**src/rtl/seq_detector_pkg.sv**
```systemverilog
// seq_detector_pkg
// Shared definitions for the pattern detector: FSM state encoding and the
// default parameter values used by seq_detector and its testbench.
package seq_detector_pkg;

    typedef enum logic [1:0] {
        IDLE = 2'd0,
        FILL = 2'd1,
        RUN  = 2'd2
    } state_t;

    localparam int DEF_W     = 2;
    localparam int DEF_LEN   = 4;
    localparam int DEF_CNT_W = 8;

endpackage

```
**src/rtl/seq_hist_shift.sv**
```systemverilog
// seq_hist_shift
// LEN-symbol history register. New symbols enter at the top (newest) slot and
// the oldest symbol falls out of bits [W-1:0].
// Ports:
//   clk      - clock
//   rst_n    - asynchronous active-low reset (already synchronised by the parent)
//   clr      - synchronous clear of the whole history
//   shift    - shift sym into the newest slot
//   sym      - incoming symbol
//   hist     - registered history
//   hist_nxt - history as it will look after shifting sym in (for same-cycle compare)
module seq_hist_shift #(
    parameter int W   = 2,
    parameter int LEN = 4
) (
    input  logic             clk,
    input  logic             rst_n,
    input  logic             clr,
    input  logic             shift,
    input  logic [W-1:0]     sym,
    output logic [LEN*W-1:0] hist,
    output logic [LEN*W-1:0] hist_nxt
);

    assign hist_nxt = {sym, hist[LEN*W-1:W]};

    always_ff @(posedge clk or negedge rst_n) begin
        if (!rst_n) begin
            hist <= '0;
        end else if (clr) begin
            hist <= '0;
        end else if (shift) begin
            hist <= hist_nxt;
        end
    end

endmodule

```
**src/rtl/seq_detector.sv**
```systemverilog
// seq_detector
// Streaming pattern detector: compares the last LEN accepted symbols against a
// loadable pattern and emits a registered one-cycle pulse on each match.
// Optional feature macro: SEQ_DETECTOR_CNT_EN enables the saturating match
// counter; without it match_cnt is tied to 0 and cnt_clr is ignored.
// Ports:
//   clk       - clock, rising edge
//   reset     - asynchronous active-low reset (deassertion synchronised here)
//   en        - detector enable, low forces IDLE
//   in_valid  - in_sym carries a symbol
//   in_sym    - input symbol
//   pat_load  - capture pat_in (wins over a same-cycle symbol)
//   pat_in    - pattern, bits [W-1:0] oldest symbol
//   overlap   - 1 = overlapping matches, 0 = restart history after a match
//   cnt_clr   - synchronous clear of match_cnt
//   q         - one-cycle match pulse, one cycle after the completing symbol
//   match_cnt - saturating match count
//   state     - current FSM state
//
// state | meaning
// ------+-----------------------------------------------
// IDLE  | disabled or no pattern loaded; symbols ignored
// FILL  | collecting symbols, fewer than LEN in history
// RUN   | history full, every symbol can complete a match
module seq_detector
    import seq_detector_pkg::*;
#(
    parameter int W     = DEF_W,
    parameter int LEN   = DEF_LEN,
    parameter int CNT_W = DEF_CNT_W
) (
    input  logic             clk,
    input  logic             reset,
    input  logic             en,
    input  logic             in_valid,
    input  logic [W-1:0]     in_sym,
    input  logic             pat_load,
    input  logic [LEN*W-1:0] pat_in,
    input  logic             overlap,
    input  logic             cnt_clr,
    output logic             q,
    output logic [CNT_W-1:0] match_cnt,
    output logic [1:0]       state
);

    localparam int FW = $clog2(LEN + 1);
    localparam logic [FW-1:0] FILL_MAX = FW'(LEN);

    logic [1:0]       rst_sync;
    logic             rst_n;
    state_t           st;
    state_t           st_nxt;
    logic [FW-1:0]    fill;
    logic [FW-1:0]    fill_nxt;
    logic [FW-1:0]    fill_inc;
    logic             loaded;
    logic [LEN*W-1:0] pattern;
    logic [LEN*W-1:0] hist;
    logic [LEN*W-1:0] hist_shifted;
    logic             accept;
    logic             match;
    logic             q_r;

    // Assert immediately, release two clk edges after reset goes high.
    always_ff @(posedge clk or negedge reset) begin
        if (!reset) begin
            rst_sync <= 2'b00;
        end else begin
            rst_sync <= {rst_sync[0], 1'b1};
        end
    end

    assign rst_n = rst_sync[1];

    seq_hist_shift #(
        .W   (W),
        .LEN (LEN)
    ) u_hist (
        .clk      (clk),
        .rst_n    (rst_n),
        .clr      (pat_load),
        .shift    (accept),
        .sym      (in_sym),
        .hist     (hist),
        .hist_nxt (hist_shifted)
    );

    assign fill_inc = (fill == FILL_MAX) ? FILL_MAX : fill + FW'(1);

    // State register
    always_ff @(posedge clk or negedge rst_n) begin
        if (!rst_n) begin
            st <= IDLE;
        end else begin
            st <= st_nxt;
        end
    end

    // Next-state and fill logic
    always_comb begin
        st_nxt   = st;
        fill_nxt = fill;
        if (!en) begin
            st_nxt   = IDLE;
            fill_nxt = '0;
        end else if (pat_load) begin
            st_nxt   = FILL;
            fill_nxt = '0;
        end else begin
            if (accept) begin
                fill_nxt = (match && !overlap) ? '0 : fill_inc;
            end
            case (st)
                IDLE:    st_nxt = loaded ? FILL : IDLE;
                FILL:    st_nxt = (fill_nxt == FILL_MAX) ? RUN : FILL;
                RUN:     st_nxt = (fill_nxt == '0) ? FILL : RUN;
                default: st_nxt = IDLE;
            endcase
        end
    end

    // Output / datapath decode
    always_comb begin
        accept = en && in_valid && !pat_load && ((st == FILL) || (st == RUN));
        match  = accept && (fill_inc == FILL_MAX) && (hist_shifted == pattern);
        state  = st;
        q      = q_r;
    end

    always_ff @(posedge clk or negedge rst_n) begin
        if (!rst_n) begin
            fill    <= '0;
            pattern <= '0;
            loaded  <= 1'b0;
            q_r     <= 1'b0;
        end else begin
            fill <= fill_nxt;
            q_r  <= match;
            if (pat_load) begin
                pattern <= pat_in;
                loaded  <= 1'b1;
            end
        end
    end

`ifdef SEQ_DETECTOR_CNT_EN
    logic [CNT_W-1:0] cnt;

    // A clear coinciding with a match still counts that match.
    always_ff @(posedge clk or negedge rst_n) begin
        if (!rst_n) begin
            cnt <= '0;
        end else if (cnt_clr) begin
            cnt <= match ? CNT_W'(1) : '0;
        end else if (match && (cnt != {CNT_W{1'b1}})) begin
            cnt <= cnt + CNT_W'(1);
        end
    end

    assign match_cnt = cnt;
`else
    logic cnt_clr_unused;

    assign cnt_clr_unused = cnt_clr;
    assign match_cnt      = '0;
`endif

endmodule

```
**config.mk**
```make
export PLATFORM = sky130hd
export DESIGN_NAME = seq_detector
export DESIGN_NICKNAME = d
export VERILOG_FILES = /design/src/rtl/seq_detector_pkg.sv /design/src/rtl/seq_hist_shift.sv /design/src/rtl/seq_detector.sv
export SDC_FILE = /design/constraint.sdc
export NUM_CORES = 1
export LEC_CHECK = 0
export CAP_MARGIN = 0
export CORE_UTILIZATION = 36
export CTS_CLUSTER_DIAMETER = 150
export DETAILED_ROUTE_END_ITERATION = 12
export GPL_TIMING_DRIVEN = 0
export PLACE_DENSITY = 0.63
export SLEW_MARGIN = 20
export SYNTH_ARGS = -nofsm -noshare
export SYNTH_HDL_FRONTEND = slang
export SYNTH_SLANG_ARGS = --single-unit
```
**constraint.sdc**
```tcl
create_clock -name clk -period 0.9 [get_ports clk]
set_clock_uncertainty 0.05 [all_clocks]
set_input_delay 0.135 -clock clk [delete_from_list [all_inputs] [get_ports clk]]
set_output_delay 0.135 -clock clk [all_outputs]
set_load 0.05 [all_outputs]
```
### Port wiring

(6 px per µm)
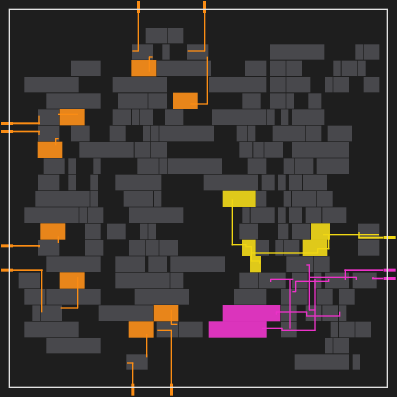
magenta -> state  # direction output, edge right, end cells 2, buffers 5, wire 76.6 µm
yellow -> en  # direction input, edge right, end cells 5, buffers 1, wire 45.0 µm
orange -> pat_in  # direction input, edge 4 left, 2 bottom, 2 top, end cells 8, buffers 8, wire 93.5 µm

### Met2 routing

(6 px per µm) Cells faint in the background.
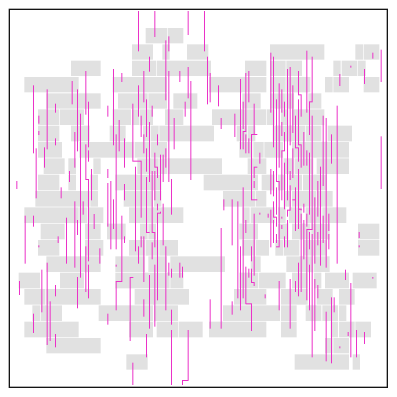
nets with wire on the layer = 163
longest straight run = 27.2 µm
main direction = vertical
wire length on this layer = 1,390 µm
met2 global-route usage: 0.268
DRT Wirelength: 2810 µm
vias: 1,024

### Metal layers overlaid

(10 px per µm) Only two layers are drawn.
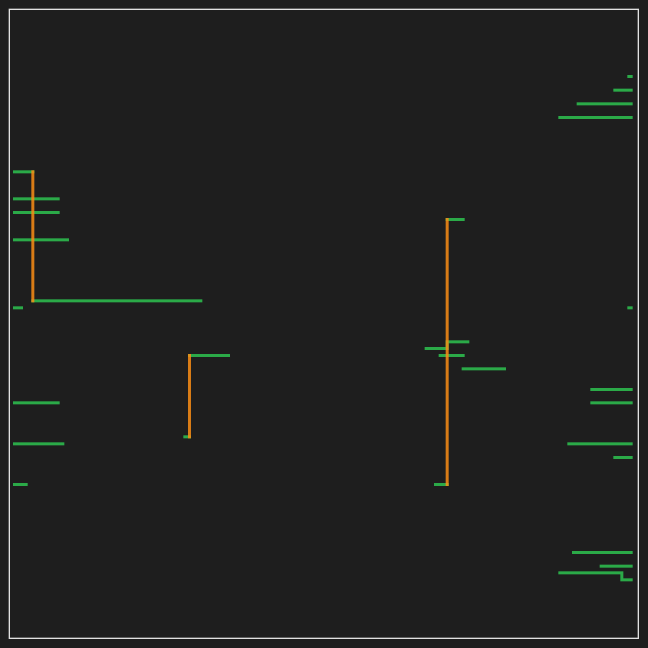
green -> metal 3  # wire length 109 µm
orange -> metal 4  # wire length 47.6 µm

### Clock routing

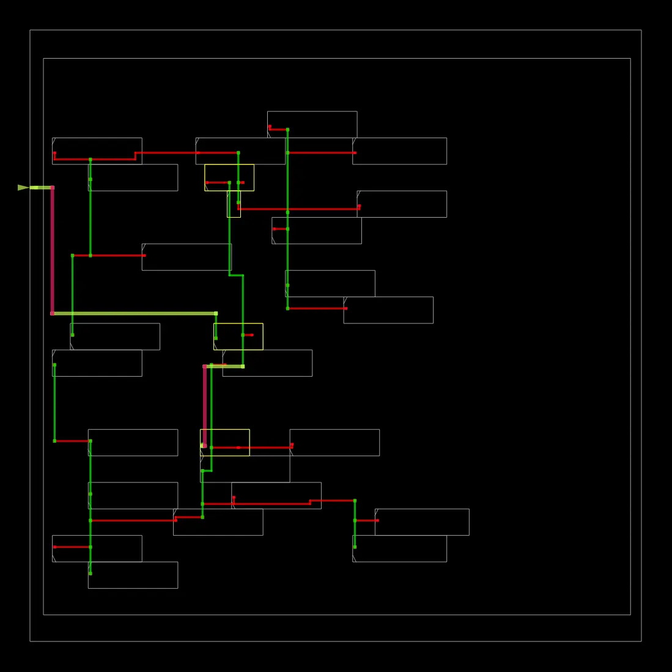
registers: 23
clk pwr: 615 µW
Sink Count: 23

### Layout detail

Window x 37 to 57, y 37 to 57 µm. Cells in grey, sequential cells in the stronger grey; small squares are vias.
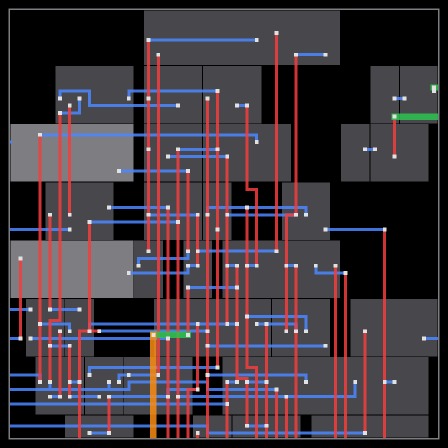
green -> metal 3
orange -> metal 4
red -> metal 2
blue -> metal 1
netlist names of flops here include = fill (2)
most frequent = buf_4 (6)
cells with their middle in the window = 28
sequential cells in the window = 2

==> results_slide.txt <==
Physical Implementation Snapshot

Run status
  • Status: finished, violations left
  • Failing checks: negative setup slack

Placed design
  • DP Area: roughly 0.0016 mm²
  • Routability cong.: approximately 0.9
  • Final HPWL DP: 1850 µm

Cells and area
  • Max reg flops: 8
  • Repair and plain buffers: ~45
  • Share of layout cells above drive strength 1: 0.385
  • Non-clk buf share: 0.226
  • Antenna cells: 0
  • Logic area: approximately 740 µm²
  • Comb area share: 0.397
  • Signal inverters: 5
  • Core Util, Final: 0.539

Final timing
  • Unrepaired setup endpoints after global routing: true
  • Highest Clock Rate: approximately 580 MHz
  • Hold_ws: between 0.1 and 0.15 ns
  • Worst Setup Slack, final: -0.832 ns
  • Final setup viols: 36
  • Max-slew violations: 0
  • Setup TNS: -9.09 ns

Job
  • Number of logged tool warnings: 34
  • Max-cap violations: 0

Pwr
  • P_comb: about 470 µW
  • P_seq: 1140 µW
  • Top pwr grp: registers
  • P_leak: approximately 0.00080 µW

Clock network
  • CTS tree: yes
  • Post_cts resized: 35
  • H-tree Lvls: 1
  • Max clock buf depth: 2
  • Post-cts hold-fix buffer tally: 1
  • Clock root cell: clkbuf_8

Logic synthesis
  • Basic Gates by Area: 0.194
  • Area leader, netlist: dfrtp_1

Routing
  • Met2 wire len: 1390 µm
  • Remaining DRCs: 0
  • DRT antenna net count: 0

GRT
  • Global Route met3 Usage: 0.0201
  • Gr busiest metal: met2

Setup path
  • Critical path capture point type: flop
  • Max FO, Critical Path: 4
  • Crit path DRT: slightly below 1 ns
  • Crit-path cells: inv_2, ha_4, and4b_2, buf_6, o21a_1, o2111ai_2, a2bb2oi_2
  • Slowest CP cell: dfrtp_2

Die
  • Chip area: roughly 0.0039 mm²
  • Die width: 62.8 µm
  • N_taps: 46
==> cells in the mapped netlist, drive strengths merged, types with 3 or more instances <==
cell type  number
a21oi           3
o21ai           3
nand3b          7
nor2            4
inv             5
xnor2           8
o2111ai         3
buf            11
ha              6
dfrtp          23
nand2          15
mux2            8
==> path summary, 6_finish.rpt <==
kind	endpoint	slack, ns	cells after the start	start
hold / removal	pattern[1]	0.14	2	pat_load
hold reg to reg	u_hist.hist[7]	0.30	0	rst_sync[1]
setup reg to reg	state[0]	-0.83	7	state[0]
max in group asynchronous	state[1]	-0.08	0	rst_sync[1]
setup / recovery	state[0]	-0.83	7	state[0]
min in group asynchronous	u_hist.hist[7]	0.30	0	rst_sync[1]
Power figures rest on the tool's default switching activity, not on a simulated workload.
